$ cat src/rtl/scpu_fetch_pkg.sv
// Shared constants and helpers for the SCPU instruction-fetch front end.
package scpu_fetch_pkg;

    localparam logic [1:0] REDIR_JMP  = 2'b00;
    localparam logic [1:0] REDIR_CALL = 2'b01;
    localparam logic [1:0] REDIR_RET  = 2'b10;

    // Pointer width for an n-entry ring; never narrower than one bit.
    function automatic int ptr_w(input int n);
        if (n > 1) begin
            return $clog2(n);
        end else begin
            return 1;
        end
    endfunction

endpackage

$ cat src/rtl/scpu_ras.sv
// Circular return-address stack: a push when full overwrites the oldest entry,
// a pop when empty only raises the sticky underflow flag.
module scpu_ras
    import scpu_fetch_pkg::*;
#(
    parameter int RAS_DEPTH = 4,
    parameter int ADDR_W    = 8
) (
    input  logic              clk,
    input  logic              rst,
    input  logic              push,
    input  logic              pop,
    input  logic [ADDR_W-1:0] din,
    output logic [ADDR_W-1:0] top,
    output logic              empty,
    output logic              ovf,
    output logic              unf
);

    localparam int PW = ptr_w(RAS_DEPTH);
    localparam int OW = $clog2(RAS_DEPTH + 1);
    localparam logic [OW-1:0] FULL_C = OW'(RAS_DEPTH);

    logic [ADDR_W-1:0] mem_r [2**PW];
    logic [PW-1:0]     sp_r;
    logic [PW-1:0]     sp_nxt_s;
    logic [OW-1:0]     occ_r;
    logic              ovf_r;
    logic              unf_r;

    assign sp_nxt_s = sp_r + PW'(1);

    // Entry storage; the slot above the top is always the next write target.
    always_ff @(posedge clk) begin
        if (push && !rst) begin
            mem_r[sp_nxt_s] <= din;
        end
    end

    // Stack pointer, saturating occupancy and sticky error flags.
    always_ff @(posedge clk) begin
        if (rst) begin
            sp_r  <= {PW{1'b0}};
            occ_r <= {OW{1'b0}};
            ovf_r <= 1'b0;
            unf_r <= 1'b0;
        end else if (push) begin
            sp_r <= sp_nxt_s;
            if (occ_r == FULL_C) begin
                ovf_r <= 1'b1;
            end else begin
                occ_r <= occ_r + OW'(1);
            end
        end else if (pop) begin
            if (occ_r != {OW{1'b0}}) begin
                sp_r  <= sp_r - PW'(1);
                occ_r <= occ_r - OW'(1);
            end else begin
                unf_r <= 1'b1;
            end
        end
    end

    assign top   = mem_r[sp_r];
    assign empty = (occ_r == {OW{1'b0}});
    assign ovf   = ovf_r;
    assign unf   = unf_r;

endmodule

$ cat src/rtl/scpu_fetch_unit.sv
// SCPU fetch front end: PC, prefetch FIFO with valid/ready decode handshake,
// and redirect handling backed by the return-address stack.
module scpu_fetch_unit
    import scpu_fetch_pkg::*;
#(
    parameter int                ADDR_W    = 8,
    parameter int                INS_W     = 16,
    parameter int                DEPTH     = 4,
    parameter int                RAS_DEPTH = 4,
    parameter int                PC_STEP   = 2,
    parameter logic [ADDR_W-1:0] RESET_PC  = {ADDR_W{1'b0}}
) (
    input  logic              clk,
    input  logic              rst,
    output logic [ADDR_W-1:0] imem_addr,
    output logic              imem_req,
    input  logic [INS_W-1:0]  imem_rdata,
    output logic              ins_valid,
    output logic [INS_W-1:0]  ins,
    output logic [ADDR_W-1:0] ins_pc,
    input  logic              ins_ready,
    input  logic              redir_valid,
    input  logic [1:0]        redir_kind,
    input  logic [ADDR_W-1:0] redir_target,
    input  logic [ADDR_W-1:0] redir_link,
    output logic              ras_empty,
    output logic              ras_ovf,
    output logic              ras_unf
);

    localparam int QPW = ptr_w(DEPTH);
    localparam logic [QPW:0]      DEPTH_C = (QPW + 1)'(DEPTH);
    localparam logic [ADDR_W-1:0] STEP_C  = ADDR_W'(PC_STEP);

    logic [INS_W-1:0]  ins_mem_r [DEPTH];
    logic [ADDR_W-1:0] pc_mem_r  [DEPTH];
    logic [QPW-1:0]    wr_ptr_r;
    logic [QPW-1:0]    rd_ptr_r;
    logic [QPW:0]      count_r;
    logic [ADDR_W-1:0] pc_r;
    logic [ADDR_W-1:0] redir_pc_s;
    logic [ADDR_W-1:0] ras_top_s;
    logic              valid_s;
    logic              pop_s;
    logic              fetch_s;
    logic              ras_push_s;
    logic              ras_pop_s;

    assign valid_s    = (count_r != {(QPW + 1){1'b0}});
    assign pop_s      = valid_s & ins_ready & ~redir_valid;
    // A pop frees a slot this cycle, so a full queue can still accept a fetch.
    assign fetch_s    = ~rst & ~redir_valid & ((count_r < DEPTH_C) | pop_s);
    assign ras_push_s = redir_valid & (redir_kind == REDIR_CALL);
    assign ras_pop_s  = redir_valid & (redir_kind == REDIR_RET);

    scpu_ras #(
        .RAS_DEPTH (RAS_DEPTH),
        .ADDR_W    (ADDR_W)
    ) u_ras (
        .clk   (clk),
        .rst   (rst),
        .push  (ras_push_s),
        .pop   (ras_pop_s),
        .din   (redir_link),
        .top   (ras_top_s),
        .empty (ras_empty),
        .ovf   (ras_ovf),
        .unf   (ras_unf)
    );

    // Redirect target selection; reserved kind behaves as a jump.
    always_comb begin
        redir_pc_s = redir_target;
        case (redir_kind)
            REDIR_RET: begin
                if (ras_empty) begin
                    redir_pc_s = redir_target;
                end else begin
                    redir_pc_s = ras_top_s;
                end
            end
            default: redir_pc_s = redir_target;
        endcase
    end

    // Queue payload storage written at the tail on every fetch.
    always_ff @(posedge clk) begin
        if (fetch_s) begin
            ins_mem_r[wr_ptr_r] <= imem_rdata;
            pc_mem_r[wr_ptr_r]  <= pc_r;
        end
    end

    // PC, queue pointers and occupancy; a redirect flushes the queue.
    always_ff @(posedge clk) begin
        if (rst) begin
            pc_r     <= RESET_PC;
            wr_ptr_r <= {QPW{1'b0}};
            rd_ptr_r <= {QPW{1'b0}};
            count_r  <= {(QPW + 1){1'b0}};
        end else if (redir_valid) begin
            pc_r     <= redir_pc_s;
            wr_ptr_r <= {QPW{1'b0}};
            rd_ptr_r <= {QPW{1'b0}};
            count_r  <= {(QPW + 1){1'b0}};
        end else begin
            if (fetch_s) begin
                wr_ptr_r <= wr_ptr_r + QPW'(1);
                pc_r     <= pc_r + STEP_C;
            end
            if (pop_s) begin
                rd_ptr_r <= rd_ptr_r + QPW'(1);
            end
            case ({fetch_s, pop_s})
                2'b10:   count_r <= count_r + (QPW + 1)'(1);
                2'b01:   count_r <= count_r - (QPW + 1)'(1);
                default: count_r <= count_r;
            endcase
        end
    end

    assign imem_addr = pc_r;
    assign imem_req  = fetch_s;
    assign ins_valid = valid_s;
    assign ins       = valid_s ? ins_mem_r[rd_ptr_r] : {INS_W{1'b0}};
    assign ins_pc    = valid_s ? pc_mem_r[rd_ptr_r]  : {ADDR_W{1'b0}};

endmodule

$ cat config.mk
export PLATFORM = sky130hd
export DESIGN_NAME = scpu_fetch_unit
export DESIGN_NICKNAME = d
export VERILOG_FILES = /design/src/rtl/scpu_fetch_pkg.sv /design/src/rtl/scpu_ras.sv /design/src/rtl/scpu_fetch_unit.sv
export SDC_FILE = /design/constraint.sdc
export NUM_CORES = 1
export LEC_CHECK = 0
export CORE_AREA = 4 4 117 119
export DETAILED_ROUTE_END_ITERATION = 8
export DIE_AREA = 0 0 121 123
export PLACE_DENSITY = 0.83
export REMOVE_ABC_BUFFERS = 1
export SLEW_MARGIN = 20
export SYNTH_ARGS = -nofsm -noshare
export SYNTH_HDL_FRONTEND = slang
export SYNTH_SLANG_ARGS = --single-unit
$ cat constraint.sdc
create_clock -name clk -period 2.02 [get_ports clk]
set_input_delay 0.202 -clock clk [delete_from_list [all_inputs] [get_ports clk]]
set_output_delay 0.202 -clock clk [all_outputs]
set_load 0.02 [all_outputs]
Figure 1. Signal wires on met3.
The bar under the picture is 20 um long. Cells faint in the background.
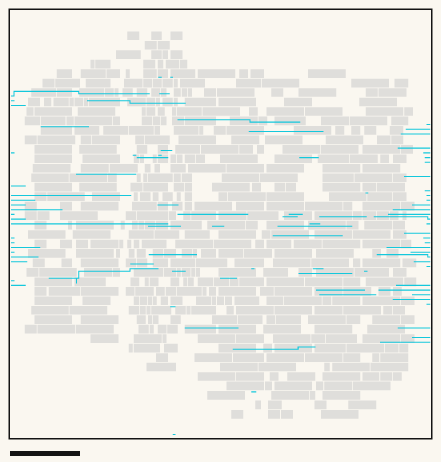
main direction: horizontal
share of all routed wire: 6.3%
nets with wire on the layer: 74
longest straight run: 44.9 um

Figure 2. The metal 4 layer.
The bar under the picture is 20 um long.
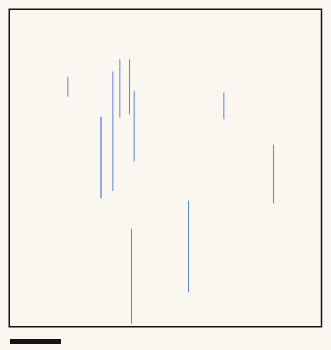
nets with wire on the layer: 8
longest straight run: 46.2 um
share of all routed wire: 2.1%
main direction: vertical

==> PnR_summary.wiki <==
== Metrics ==
{| class="wikitable"
! Metric !! Value
|-
| Number of synthesized flops with an enable pin || 128
|-
| Fraction of met2 tracks used by global routing || 30.3%
|-
| Layout clock buffers || 17
|-
| Number of slew-limit violations in the final report || 0
|-
| Biggest area consumer among synthesized cells || sky130_fd_sc_hd__edfxtp_1
|-
| Insertion delay at the late pin of the worst-skew pair || 0.42 ns
|-
| Critical Path Fanout Max || 6
|-
| Highest metal layer with signal wires || met4
|-
| Fin area || 8240 um^2
|-
| Violations in the final reports || negative setup slack
|-
| Arrival time at the worst endpoint || 1.88 ns
|-
| Utilization after layout || 65.5%
|-
| Run status || complete, but fails checks
|-
| Total number of multi-input combinational cells || 176
|-
| Top class by area || sequential cells
|-
| GRT met1 Usage || 20.5%
|-
| Reg2Reg Capture Point || count_r[2]
|-
| TritonCTS Buffers || 17
|-
| CTS clock-pin slew for the worst setup and hold paths || 0.06 ns
|-
| Die height || 123 um
|-
| Number of placed I/O pins || 75
|-
| Slack of the worst reg-to-reg path || 0.11 ns
|-
| Crit-path most repeated cell || sky130_fd_sc_hd__buf_6
|-
| CTS root buf || sky130_fd_sc_hd__clkbuf_16
|-
| Floorplan die width || 121 um
|-
| Total setup violations reported at the end of the flow || 18
|-
| # fillers || 813
|-
| Maximum clock frequency || 0.480 GHz
|-
| Net switching power figure || 1.59 mW
|-
| Hold wc startpoint || redir_valid
|-
| Worst setup margin || -0.0636 ns
|-
| Met1 wire length || 4.96 mm
|-
| Routed wire per std cell || 19.1 um
|-
| Leak pwr || 2.87 nW
|-
| Most used DFF post-synth || sky130_fd_sc_hd__edfxtp_1
|-
| Total of max-cap violations || 0
|-
| Capturing instance or port of the critical path || ins_pc[3]
|-
| FFs & Latches || 154
|-
| Setup crit end kind || output port
|-
| Cell count along the critical path || 5
|-
| Routed wl met2 || 6.51 mm
|-
| Post-route fraction of the period consumed by the critical path || 103%
|-
| Busiest layer in global routing || met2
|-
| Proportion of synthesized chip area in sequential cells || 70.0%
|-
| Worst Hold Margin || 0.364 ns
|-
| RSZ-0062 raised after global routing || true
|-
| Top cell type by instance count after synthesis || sky130_fd_sc_hd__edfxtp_1
|-
| Maximum cell stage delay along the critical path || 0.48 ns
|-
| Register fraction of the total cell area || 53.1%
|-
| Area after detailed placement || 7450 um^2
|-
| Fraction of layout cells with a size suffix above 1 || 31.0%
|-
| Post-synthesis cell area || 6230 um^2
|-
| Actual transition at the worst max-transition pin || 0.423 ns
|-
| Setup total negative slack || -0.555 ns
|-
| Kind of critical path || flop to output port
|-
| Gate count of the mapped netlist || 357
|-
| Aggregate global routing overflow || 0
|-
| Worst reg2reg path startpoint || count_r[2]
|-
| Area used by sequential logic in the layout || 4380 um^2
|-
| Worst slack at placement || -0.403 ns
|-
| Final net count || 522
|-
| Depth of the most critical reg-to-reg path || 9
|-
| Fp util || 49.6%
|-
| Input/output buffers || 74
|-
| Clock period minus final worst setup slack || 2.08 ns
|-
| Share of synthesized registers carrying an async set or reset || 0%
|-
| Fraction of power consumed by the clock network || 41.7%
|}
## kinds of logic (layout without fill, tap and decap cells)
kind of cell / Yosys count / in the layout / share of synthesized area (%)
muxes: 36 / 36 / 12.3
adders and majority gates: 12 / 12 / 2.65
buffers and inverters: 27 / 154 / 2.01
AOI/OAI and AO/OA: 31 / 31 / 3.31
xor gates and xnor gates: 13 / 13 / 1.83
DFF: 154 / 154 / 70.0
and+or+nand+nor: 84 / 84 / 7.85
## state kept, by name, summed over array words and instances (netlist names), named ones only
register,cells
ins_mem_r,64
pc_mem_r,32
u_ras.mem_r,32
imem_addr,8
count_r,3
u_ras.occ_r,3
rd_ptr_r,2
u_ras.sp_r,2
wr_ptr_r,2
u_ras.ovf,1
u_ras.unf,1
Power and IR drop assume default switching activity.
